**src/rtl/mul8su_tile_seq.sv**
```systemverilog
// mul8su_tile_seq
// Computes an 8x8 product (signed x unsigned when SIGNED_A=1, unsigned x
// unsigned when SIGNED_A=0) by issuing four 4x4 products on one shared tile.
// Each product is shifted and added into a 16-bit accumulator.
//
// Ports:
//   clk, rst_n          rising-edge clock, asynchronous active-low reset
//   in_valid/in_ready   operand handshake; in_a multiplicand, in_b multiplier
//   out_valid/out_ready result handshake; out_p 16-bit product
//   tile_req/tile_gnt   request/grant for the shared 4x4 tile
//   tile_a, tile_b      tile operands (registered, stable while requesting)
//   tile_a_signed       1 = tile_a is two's complement (su tile)
//   tile_p              combinational tile product for tile_a/tile_b
//   dbg_state           current FSM state, for observation only
//
// Handshakes: a transfer happens on a rising edge where valid and ready are
// both high. A valid source holds its payload stable until that edge; ready
// may change freely. The tile port uses the same rule with req/gnt, and
// tile_p is sampled on the granting edge.

module mul8su_tile_seq #(
  parameter bit SIGNED_A = 1'b1
) (
  input  logic        clk,
  input  logic        rst_n,
  input  logic        in_valid,
  output logic        in_ready,
  input  logic [7:0]  in_a,
  input  logic [7:0]  in_b,
  output logic        out_valid,
  input  logic        out_ready,
  output logic [15:0] out_p,
  output logic        tile_req,
  input  logic        tile_gnt,
  output logic [3:0]  tile_a,
  output logic [3:0]  tile_b,
  output logic        tile_a_signed,
  input  logic [7:0]  tile_p,
  output logic [2:0]  dbg_state
);

  typedef enum logic [2:0] {
    S_IDLE = 3'd0,
    S_LL   = 3'd1,
    S_LH   = 3'd2,
    S_HL   = 3'd3,
    S_HH   = 3'd4,
    S_DONE = 3'd5
  } state_t;

  state_t      r_state;
  logic [7:0]  r_a;
  logic [7:0]  r_b;
  logic [15:0] r_acc;
  logic [15:0] r_out_p;
  logic        r_out_valid;
  logic        r_tile_req;
  logic [3:0]  r_tile_a;
  logic [3:0]  r_tile_b;
  logic        r_tile_signed;

  logic        w_fire;
  logic [15:0] w_tile_ext;
  logic [15:0] w_addend;
  logic [15:0] w_acc_sum;

  assign w_fire = r_tile_req & tile_gnt;

  // Low-half tiles are always unsigned, so the registered signedness flag
  // alone decides between sign- and zero-extension.
  assign w_tile_ext = r_tile_signed ? {{8{tile_p[7]}}, tile_p} : {8'h00, tile_p};

  always_comb begin
    w_addend = w_tile_ext;
    case (r_state)
      S_LH, S_HL: w_addend = {w_tile_ext[11:0], 4'h0};
      S_HH:       w_addend = {w_tile_ext[7:0], 8'h00};
      default:    w_addend = w_tile_ext;
    endcase
  end

  // Modulo-2^16 add; the true product always fits in 16 bits.
  assign w_acc_sum = r_acc + w_addend;

  always_ff @(posedge clk or negedge rst_n) begin
    if (!rst_n) begin
      r_state       <= S_IDLE;
      r_a           <= 8'h00;
      r_b           <= 8'h00;
      r_acc         <= 16'h0000;
      r_out_p       <= 16'h0000;
      r_out_valid   <= 1'b0;
      r_tile_req    <= 1'b0;
      r_tile_a      <= 4'h0;
      r_tile_b      <= 4'h0;
      r_tile_signed <= 1'b0;
    end else begin
      case (r_state)
        S_IDLE: begin
          if (in_valid) begin
            r_a           <= in_a;
            r_b           <= in_b;
            r_acc         <= 16'h0000;
            r_tile_req    <= 1'b1;
            r_tile_a      <= in_a[3:0];
            r_tile_b      <= in_b[3:0];
            r_tile_signed <= 1'b0;
            r_state       <= S_LL;
          end
        end
        S_LL: begin
          if (w_fire) begin
            r_acc    <= w_acc_sum;
            r_tile_a <= r_a[3:0];
            r_tile_b <= r_b[7:4];
            r_state  <= S_LH;
          end
        end
        S_LH: begin
          if (w_fire) begin
            r_acc         <= w_acc_sum;
            r_tile_a      <= r_a[7:4];
            r_tile_b      <= r_b[3:0];
            r_tile_signed <= SIGNED_A;
            r_state       <= S_HL;
          end
        end
        S_HL: begin
          if (w_fire) begin
            r_acc    <= w_acc_sum;
            r_tile_b <= r_b[7:4];
            r_state  <= S_HH;
          end
        end
        S_HH: begin
          if (w_fire) begin
            // Final partial product goes straight to the output register.
            r_acc         <= w_acc_sum;
            r_out_p       <= w_acc_sum;
            r_out_valid   <= 1'b1;
            r_tile_req    <= 1'b0;
            r_tile_a      <= 4'h0;
            r_tile_b      <= 4'h0;
            r_tile_signed <= 1'b0;
            r_state       <= S_DONE;
          end
        end
        S_DONE: begin
          if (out_ready) begin
            r_out_valid <= 1'b0;
            r_state     <= S_IDLE;
          end
        end
        default: begin
          r_state     <= S_IDLE;
          r_out_valid <= 1'b0;
          r_tile_req  <= 1'b0;
        end
      endcase
    end
  end

  // No bypass: a new operand is taken only once the FSM is back in IDLE.
  assign in_ready      = (r_state == S_IDLE);
  assign out_valid     = r_out_valid;
  assign out_p         = r_out_p;
  assign tile_req      = r_tile_req;
  assign tile_a        = r_tile_a;
  assign tile_b        = r_tile_b;
  assign tile_a_signed = r_tile_signed;
  assign dbg_state     = r_state;

endmodule

```
**config.mk**
```make
export PLATFORM = sky130hd
export DESIGN_NAME = mul8su_tile_seq
export DESIGN_NICKNAME = d
export VERILOG_FILES = /design/src/rtl/mul8su_tile_seq.sv
export SDC_FILE = /design/constraint.sdc
export NUM_CORES = 1
export LEC_CHECK = 0
export CAP_MARGIN = 25
export CORE_MARGIN = 3
export CORE_UTILIZATION = 34
export CTS_CLUSTER_DIAMETER = 50
export DETAILED_ROUTE_END_ITERATION = 16
export PLACE_DENSITY = 0.59
export SKIP_LAST_GASP = 1
export SLEW_MARGIN = 40
export SYNTH_ARGS = -nofsm -noshare
export SYNTH_HDL_FRONTEND = slang
export SYNTH_SLANG_ARGS = --single-unit
```
**constraint.sdc**
```tcl
create_clock -name clk -period 4.22 [get_ports clk]
set_input_delay 0.633 -clock clk [delete_from_list [all_inputs] [get_ports clk]]
set_output_delay 0.633 -clock clk [all_outputs]
set_load 0.05 [all_outputs]
```
==> impl_metrics.toml, run 1 <==
# generated from flow reports
[status]
run_status = "completed"

[timing]
post-route-worst-setup-slack_ns = 0.755
drv_slew = 0
fin_crit_sh_pct = 82.1
totalNegativeSetupSlack_ns = 0
report.final.setup_viol = 0
fin_worst_skew_ns = 0.00844
period_needed_ns = 3.47
whs_ns = 0.292
max-slew-margin-rel_pct = 49.1

[synthesis]
synth_stat.cells = 366
synthAoiAreaFrac_pct = 21.7
synth.comb.largest_family = "AND-OR/OR-AND gates"
area_of_the_mapped_netlist_sq_um = 3470
async_flop_share_pct = 100
synth.yosys.chip_area_sq_um = 3470
netlist_instances = 366
postSynthNetCount = 412
synth_largest_type_area_fraction_pct = 44.7
synthMostInstantiatedCell = "sky130_fd_sc_hd__nand2_1"
ys.flops = 62
synth-edff-count = 0

[clock_tree]
cts_setup_buffers = 0
clk_path_buf_depth = 2
numCtsBuffers = 9
clock_sink_count = 62
cts_repair_resize_count = 0
cts-root-buf = "sky130_fd_sc_hd__clkbuf_8"

[setup_path]
wp_depth = 12
worst_path_dominant_cell_family = "simple AND/OR/NAND/NOR gates"
worst_ep_required_time_ns = 4.42
timing_worst_setup_path_type = "flip-flop to flip-flop"
worstSetupEndpoint = "r_acc[12]"

[floorplan]
design.portCount = 60
fp-utilization_pct = 35.2
die_area_sq_um = 11500

[power_and_ir_drop]
leakagePower_nw = 1.99
fin_total_pwr_w = 0.00421

[final_layout]
fillCellCount = 982
finish.net_count = 473
final_layout_size_suffix_gt1_share_pct = 11.8
insertedDiodeCount = 0

[global_route]
antenna_found_initial = 0
grt_remaining_overflow = 0
first_global_vias = 2925
grt_max_degree = 38

[route]
detail_route.wl_per_cell_microns = 15.0
drtPass1Iterations = 4

[place]
portBuffers = 59
detailed_place.area_sq_um = 4210
run 1: layout make-up:
class,count,area [sq um],area share [%]
clock inverters,6,86.3,1.95
inverters,10,37.5,0.849
flip-flops and latches,62,1550,35.1
clock buffers,10,128,2.89
multi-input cells,278,1810,41.0
repair buffers,66,638,14.4
well taps,133,166,3.76
run 1: layer usage:
layer	up-vias	wire length, microns	track usage (%)
met5	-	0	0
met4	0	159	6.21
met3	17	537	4.58
met2	89	3820	24.2
met1	1375	3990	21.0
li1	1437	-	-
run 1: power by group:
group / switching [W] / internal [W] / leakage (nW)
sequential: 0.000193 / 0.000880 / 0.769
clock: 0.000236 / 0.000331 / 0.106
combinational: 0.00159 / 0.000986 / 1.12
Fig. 1: run 1, PDN straps and rails
Drawn at 4 px/micron. Pins as bars on the die edge. Tap cells in grey.
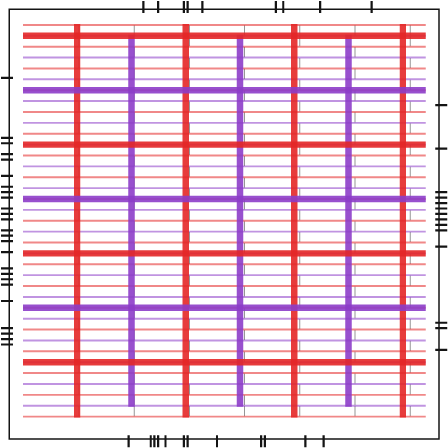
Key: purple = VDD; red = VSS
7 straps on met5. 133 tap cells. 7 straps on met4.

Fig. 2: run 1, cell classes on the final placement
Drawn at 4 px/micron. Fill, decap, tap and diode cells in grey.
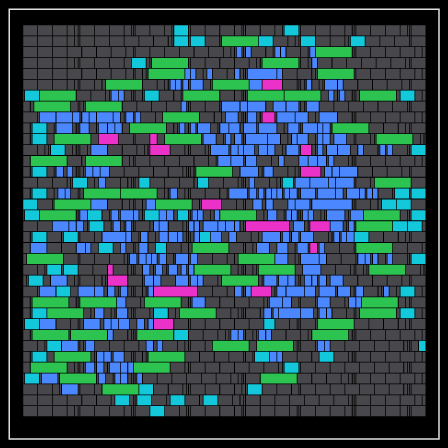
Key: blue = remaining logic cells [cells 288, share of their area 44%]; magenta = clock drivers and dummy loads [cells 16, share of their area 5.0%]; green = registers [cells 62, share of their area 36%]; cyan = remaining buffers and delay cells [cells 66, share of their area 15%]
Core Area: 9860 sq um
post-route cell area: 4420 sq um
core utilization of the finished layout: 44.8%
number of placement rows: 36

Fig. 3: run 1, clock network drawn from the DEF
Drawn at 3 px/micron.
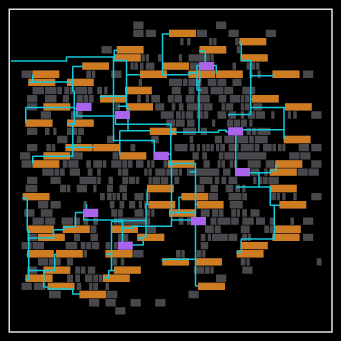
Key: cyan = clock wires [length 883 microns]; purple = clock-net drivers [count 9]; orange = flip-flops [count 62]
Position of the flops: all over the die. There are 10 routed clock nets.

Fig. 4: run 1, metal layers overlaid
Drawn at 4 px/micron.
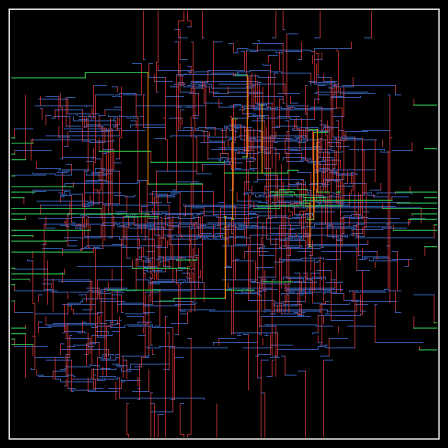

==> run 2: changes to the inputs <==
- clock period: 4.22 -> 3.3 ns (I/O delays scaled with it)
Fig. 5: run 2, metal layers overlaid
Drawn at 4 px/micron.
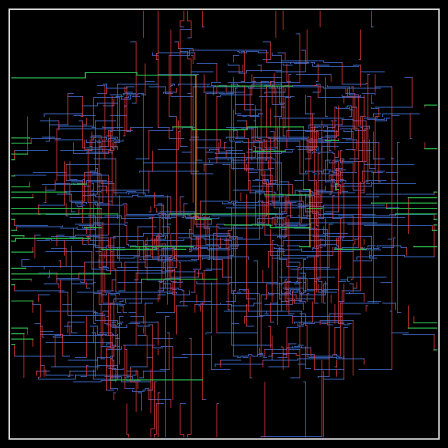
Key: green = M3 [wire length 519 microns]; red = M2 [wire length 4050 microns]; blue = M1 [wire length 3950 microns]; orange = M4 [wire length 50.3 microns]

Fig. 6: run 2, PDN straps and rails
Drawn at 4 px/micron. Pins as bars on the die edge. Tap cells in grey.
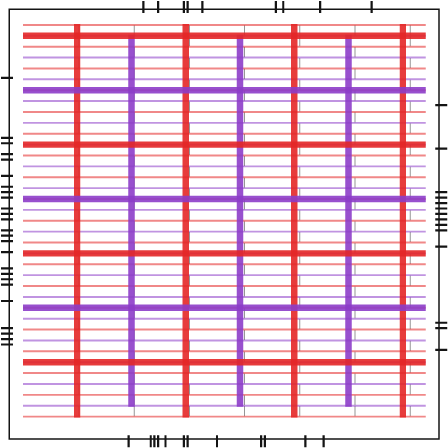
Key: purple = VDD; red = VSS
The core has 36 rows. 60 signal pins sit on the boundary.

Fig. 7: run 2, cell classes on the final placement
Drawn at 4 px/micron. Fill, decap, tap and diode cells in grey.
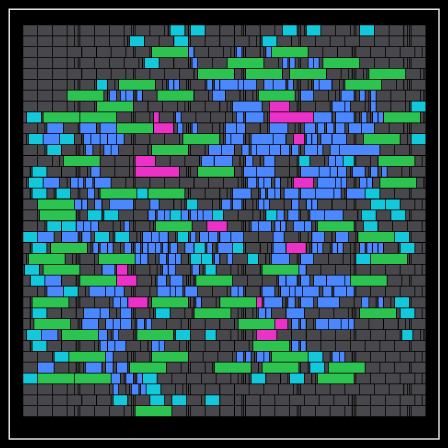
Key: green = registers [cells 62, share of their area 36%]; magenta = clock drivers and dummy loads [cells 16, share of their area 5.0%]; blue = remaining logic cells [cells 288, share of their area 43%]; cyan = remaining buffers and delay cells [cells 75, share of their area 16%]

==> run 2 against run 1 <==
Compared with the run above:
- critical path depth did not move
- clock-buffer cell count rose by 1
- highest routed layer unchanged
- largest power group unchanged
- routed wire length rose by 0.75%
==> impl_metrics.toml, run 2 <==
# generated from flow reports
[status]
run_status = "completed"

[synthesis]
area_share_of_fa_ha_maj_cells_after_synthesis_pct = 6.34
synth.comb.largest_family = "AND-OR/OR-AND gates"
synth_largest_type_area_fraction_pct = 44.7
netlist_instances = 366
synth-edff-count = 0
postSynthSeqShare_pct = 44.7
synth.yosys.chip_area_sq_um = 3470
yosysWarnings = 0
postSynthNetCount = 412
synth_stat.cells = 366
synthXorXnorAreaFrac_pct = 3.78
synthAoiAreaFrac_pct = 21.7
ys.flops = 62
async_flop_share_pct = 100
synthMostInstantiatedCell = "sky130_fd_sc_hd__nand2_1"
area_of_the_mapped_netlist_sq_um = 3470
synthDominantAreaCellType = "sky130_fd_sc_hd__dfrtp_1"
ys_dominant_reg_cell = "sky130_fd_sc_hd__dfrtp_1"

[timing]
drv_slew = 0
post-route-worst-setup-slack_ns = 0.287
clock.fmax_mhz = 332
max-slew-margin-rel_pct = 50.9
whs_ns = 0.0827
period_needed_ns = 3.01
totalNegativeSetupSlack_ns = 0
fin_worst_skew_ns = 0.00793
report.final.setup_viol = 0
fin_crit_sh_pct = 91.3

[setup_path]
timing_worst_setup_path_type = "flip-flop to flip-flop"
setup.worst_path.start = "dbg_state[1]"
worst_path_dominant_cell_family = "AND-OR/OR-AND gates"
ff2ff_path_depth = 12
wp_depth = 12
timing.critical_path.cells = "nor2_1, nand2_2, and3_1, ha_1, fa_1, a21o_1, a221oi_2, o31ai_2, and2_4, a21boi_2, xor2_1, o21ai_0"
critical_path.reg2reg.startpoint = "dbg_state[1]"
worstSetupEndpoint = "r_acc[12]"
worst_ep_required_time_ns = 3.50

[global_route]
use_met2_pct = 25.1
grt_busiest_layer = "met2"
grt_remaining_overflow = 0
global_route.usage.total_pct = 16.2
grt_max_degree = 33
first_global_vias = 2849
grt_pass1_wl_microns = 14500
grt_util_met3_pct = 5.12
antenna_found_initial = 0
groute.layer.met1.usage_pct = 21.8

[floorplan]
core_area_sq_um = 9860
die_area_sq_um = 11500
fp-utilization_pct = 35.2
row_count = 36
design.portCount = 60

[power_and_ir_drop]
fin_total_pwr_w = 0.00547
leakagePower_nw = 2.03

[final_layout]
final_cell_area_sq_um = 4500
layout.cells.most_common = "sky130_fd_sc_hd__nand2_1"
finish.net_count = 482
finalCoreUtilization_pct = 45.6
final_layout_size_suffix_gt1_share_pct = 13.8
insertedDiodeCount = 0

[route]
drt-met1-wl_microns = 3950
wl_met2_microns = 4050
detail_route.wl_per_cell_microns = 14.9
maxUsedRoutingLayer = "met4"
drtPass1Iterations = 4
wl_met3_microns = 519

[place]
portBuffers = 59
dpl.hpwl_microns = 6450
detailed_place.area_sq_um = 4280

[clock_tree]
clk_path_buf_depth = 2
cts_setup_buffers = 0
later_pin_clock_latency_in_the_skew_report_ns = 0.34
clock_sink_count = 62
numCtsBuffers = 9
cts-root-buf = "sky130_fd_sc_hd__clkbuf_8"
cts_hold_buffers = 0
-- run 2: final cells by class --
class / instances / area (sq um)
Fill cell: 966 / 5370
Multi-Input combinational cell: 278 / 1820
Sequential cell: 62 / 1550
Timing Repair Buffer: 75 / 708
Tap cell: 133 / 166
Clock buffer: 11 / 131
Clock inverter: 5 / 83.8
Inverter: 10 / 37.5
-- run 2: where the power goes --
group	leakage (nW)	internal, W	total [W]	switching (W)
Clock	0.0998	0.000427	0.000740	0.000313
Sequential	0.769	0.00113	0.00135	0.000223
Combinational	1.16	0.00133	0.00338	0.00205
Total	2.03	0.00288	0.00547	0.00258
-- run 2: timing repair --
item                                    in CTS  in global routing
resized                                      0                  2
endpoints found under the hold margin        0                  0
endpoints found under the setup margin       0                  6
No activity file was given, so power comes from the tool's default toggle rates.
